**config.mk**
```make
export PLATFORM = sky130hd
export DESIGN_NAME = sign_extender
export DESIGN_NICKNAME = d
export VERILOG_FILES = /design/src/rtl/sign_extender.sv
export SDC_FILE = /design/constraint.sdc
export NUM_CORES = 1
export LEC_CHECK = 0
export CAP_MARGIN = 25
export CORE_MARGIN = 2
export CORE_UTILIZATION = 42
export DETAILED_ROUTE_END_ITERATION = 10
export PLACE_DENSITY = 0.85
export SLEW_MARGIN = 25
export SYNTH_ARGS = -nofsm -noshare
export SYNTH_HDL_FRONTEND = slang
export SYNTH_SLANG_ARGS = --single-unit
```
**constraint.sdc**
```tcl
create_clock -name CLK -period 3.9 [get_ports CLK]
set_input_delay 0.585 -clock CLK [delete_from_list [all_inputs] [get_ports CLK]]
set_output_delay 0.585 -clock CLK [all_outputs]
set_load 0.05 [all_outputs]
```
**src/rtl/sign_extender.sv**
```systemverilog
// Registered immediate generator: extracts the I/D/B/CB immediate field and extends it to 64 bits.
// Optional ImmNeg/ImmZero flag outputs are enabled with `define SIGN_EXTENDER_FLAGS_EN.
module sign_extender (
   input  logic        CLK,
   input  logic        Reset,
   input  logic        InValid,
   input  logic [25:0] Imm,
   input  logic [1:0]  Ctrl,
`ifdef SIGN_EXTENDER_FLAGS_EN
   output logic        ImmNeg,
   output logic        ImmZero,
`endif
   output logic [63:0] BusImm,
   output logic        OutValid
);

   typedef enum logic [1:0] {
      FmtI  = 2'b00,
      FmtD  = 2'b01,
      FmtB  = 2'b10,
      FmtCb = 2'b11
   } fmt_e;

   fmt_e        fmt;
   logic [63:0] imm_d;

   assign fmt = fmt_e'(Ctrl);

   always_comb begin
      imm_d = '0;
      unique case (fmt)
         FmtI:  imm_d = {52'b0, Imm[21:10]};
         FmtD:  imm_d = {{55{Imm[20]}}, Imm[20:12]};
         // Branch offsets are word offsets; append two zero bits after extension.
         FmtB:  imm_d = {{36{Imm[25]}}, Imm[25:0], 2'b00};
         FmtCb: imm_d = {{43{Imm[23]}}, Imm[23:5], 2'b00};
         default: imm_d = '0;
      endcase
   end

   always_ff @(posedge CLK) begin
      if (Reset) begin
         BusImm   <= '0;
         OutValid <= 1'b0;
      end else begin
         OutValid <= InValid;
         if (InValid) begin
            BusImm <= imm_d;
         end
      end
   end

`ifdef SIGN_EXTENDER_FLAGS_EN
   // Flags are derived from the next value so they line up with BusImm exactly.
   always_ff @(posedge CLK) begin
      if (Reset) begin
         ImmNeg  <= 1'b0;
         ImmZero <= 1'b1;
      end else if (InValid) begin
         ImmNeg  <= imm_d[63];
         ImmZero <= (imm_d == 64'd0);
      end
   end
`endif

endmodule

```
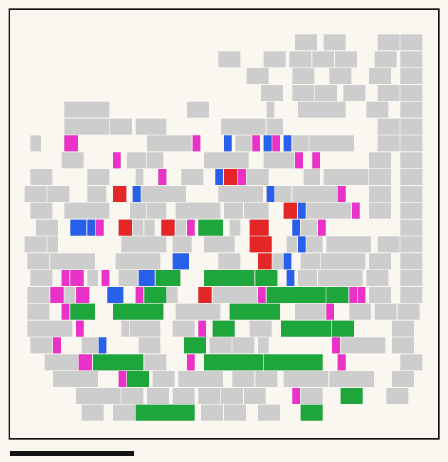
Figure 1: selected gate families.
Scale bar: 20 um.
NAND gates: drawn in blue, cells 17. AND and OR gates: drawn in red, cells 9, where center. NOR gates: drawn in magenta, cells 34. multiplexers: drawn in green, cells 21.

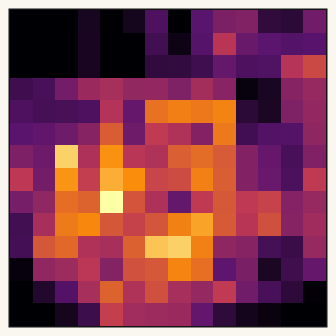
Figure 2: routed metal per tile.
The die is cut into 14 by 14 equal tiles; black is low, pale yellow is high, scaled to the fullest tile. Values are wire area over tile area, all layers added.
27% of the tiles are over half the peak. 11% of the tiles are nearly empty. The fullest tile reaches 0.41. The mean over all tiles is 0.15. The emptiest ninth of the die: north-west.

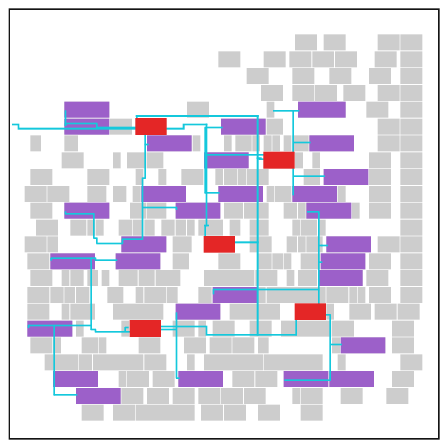
Figure 3: clock wires, drivers and flops.
flip-flops: drawn in purple, count 29. clock wires: drawn in cyan, length 396 um. cells driving clock nets: drawn in red, count 5.
There are 6 routed clock nets.

==> impl_metrics.toml <==
# synthesis and place-and-route metrics
[run_status]
outcome = "complete, no violations"

[cells_and_area]
regMostFlops = "BusImm"
seq_area_um2 = 582
nClkBuffers = 8
nMultiInputCombCells = 110
fin_util = 0.620
largest_class = "buffers"
drive_gt1_frac = 0.0868
largest_register_ffs = 28
flops = 29
final_cell_area_um2 = 2500
final_nets = 272
comb_area_frac = 0.336
nonClkBufAreaFrac = 0.374

[worst_setup_path]
cp.depth = 1
ff2ff_setup_slack_ns = 2.85
crit_buf_inv = 1
crit_family = "buffers and inverters"
crit_end = "BusImm[28]"
arrival_ns = 1.85
critPathLaunch = "BusImm[62]$_SDFFE_PP0P_"
cp_slowest_cell = "clkdlybuf4s50_1"
worst_setup_path_end_kind = "primary output"

[placed_design]
dpl_worst_slack_ns = 1.10
port-buffer-count = 95

[sta]
timing.final.crit_share = 0.626
relSlewSlack = 0.366
layout_setup_ws_ns = 1.46
hold_slack_ns = 0.488
tightest_slew_ns = 0.948
min_period_ns = 2.44
maxSlewViolCount = 0
hold_viol = 0

[yosys]
yosysSeqAreaShare = 0.326
fp_nets = 221
ys_sh_adder = 0
syn-mean-instance-area_um2 = 9.38
mux_area_frac = 0.192
simple_gate_share = 0.158
ys_cells = 190
ys_chip_area_um2 = 1780

[drt]
vias = 1508
final_antenna_net_count = 0
wl_per_cell_um = 14.6

[pwr]
p_int_uw = 584
maxPowerGroup = "combinational cells"
p_seq_frac = 0.354
power_frac_comb = 0.398
comb-power_uw = 377

[min_path]
worstHoldEndpoint = "BusImm[20]$_SDFFE_PP0P_"

[global_routing]
grt_pass1_vias = 1424
track_usage = 0.182

[flow_run]
cap_violations = 0

[floorplan]
design.core.area_um2 = 4030
taps = 50

[clock_network]
cts_sinks = 29
numCtsBuffers = 5
postCtsResizedCells = 0
clk_latency_ns = 0.28
## tightest hold or removal path: cells and delay by family (launching register included)
family	cells	cell delay (ns)
simple gates	1	0.08
compound gates	1	0.05
flops	1	0.31
## routing by layer
metal / vias to the layer above / track usage / part of all wire
li1: 730 / - / -
met1: 699 / 0.212 / 0.42
met2: 71 / 0.313 / 0.48
met3: 8 / 0.0629 / 0.080
met4: 0 / 0.0610 / 0.018
met5: - / 0 / 0
## Yosys cell counts (6+ instances only)
cell type,number,area (um2)
a211oi_1,9,67.6
a311oi_1,8,70.1
and2_1,7,43.8
buf_4,37,278
clkbuf_1,6,22.5
dfxtp_1,29,581
mux2i_1,9,90.1
nand2_1,13,48.8
nor2_1,29,109
o21ai_0,7,35.0
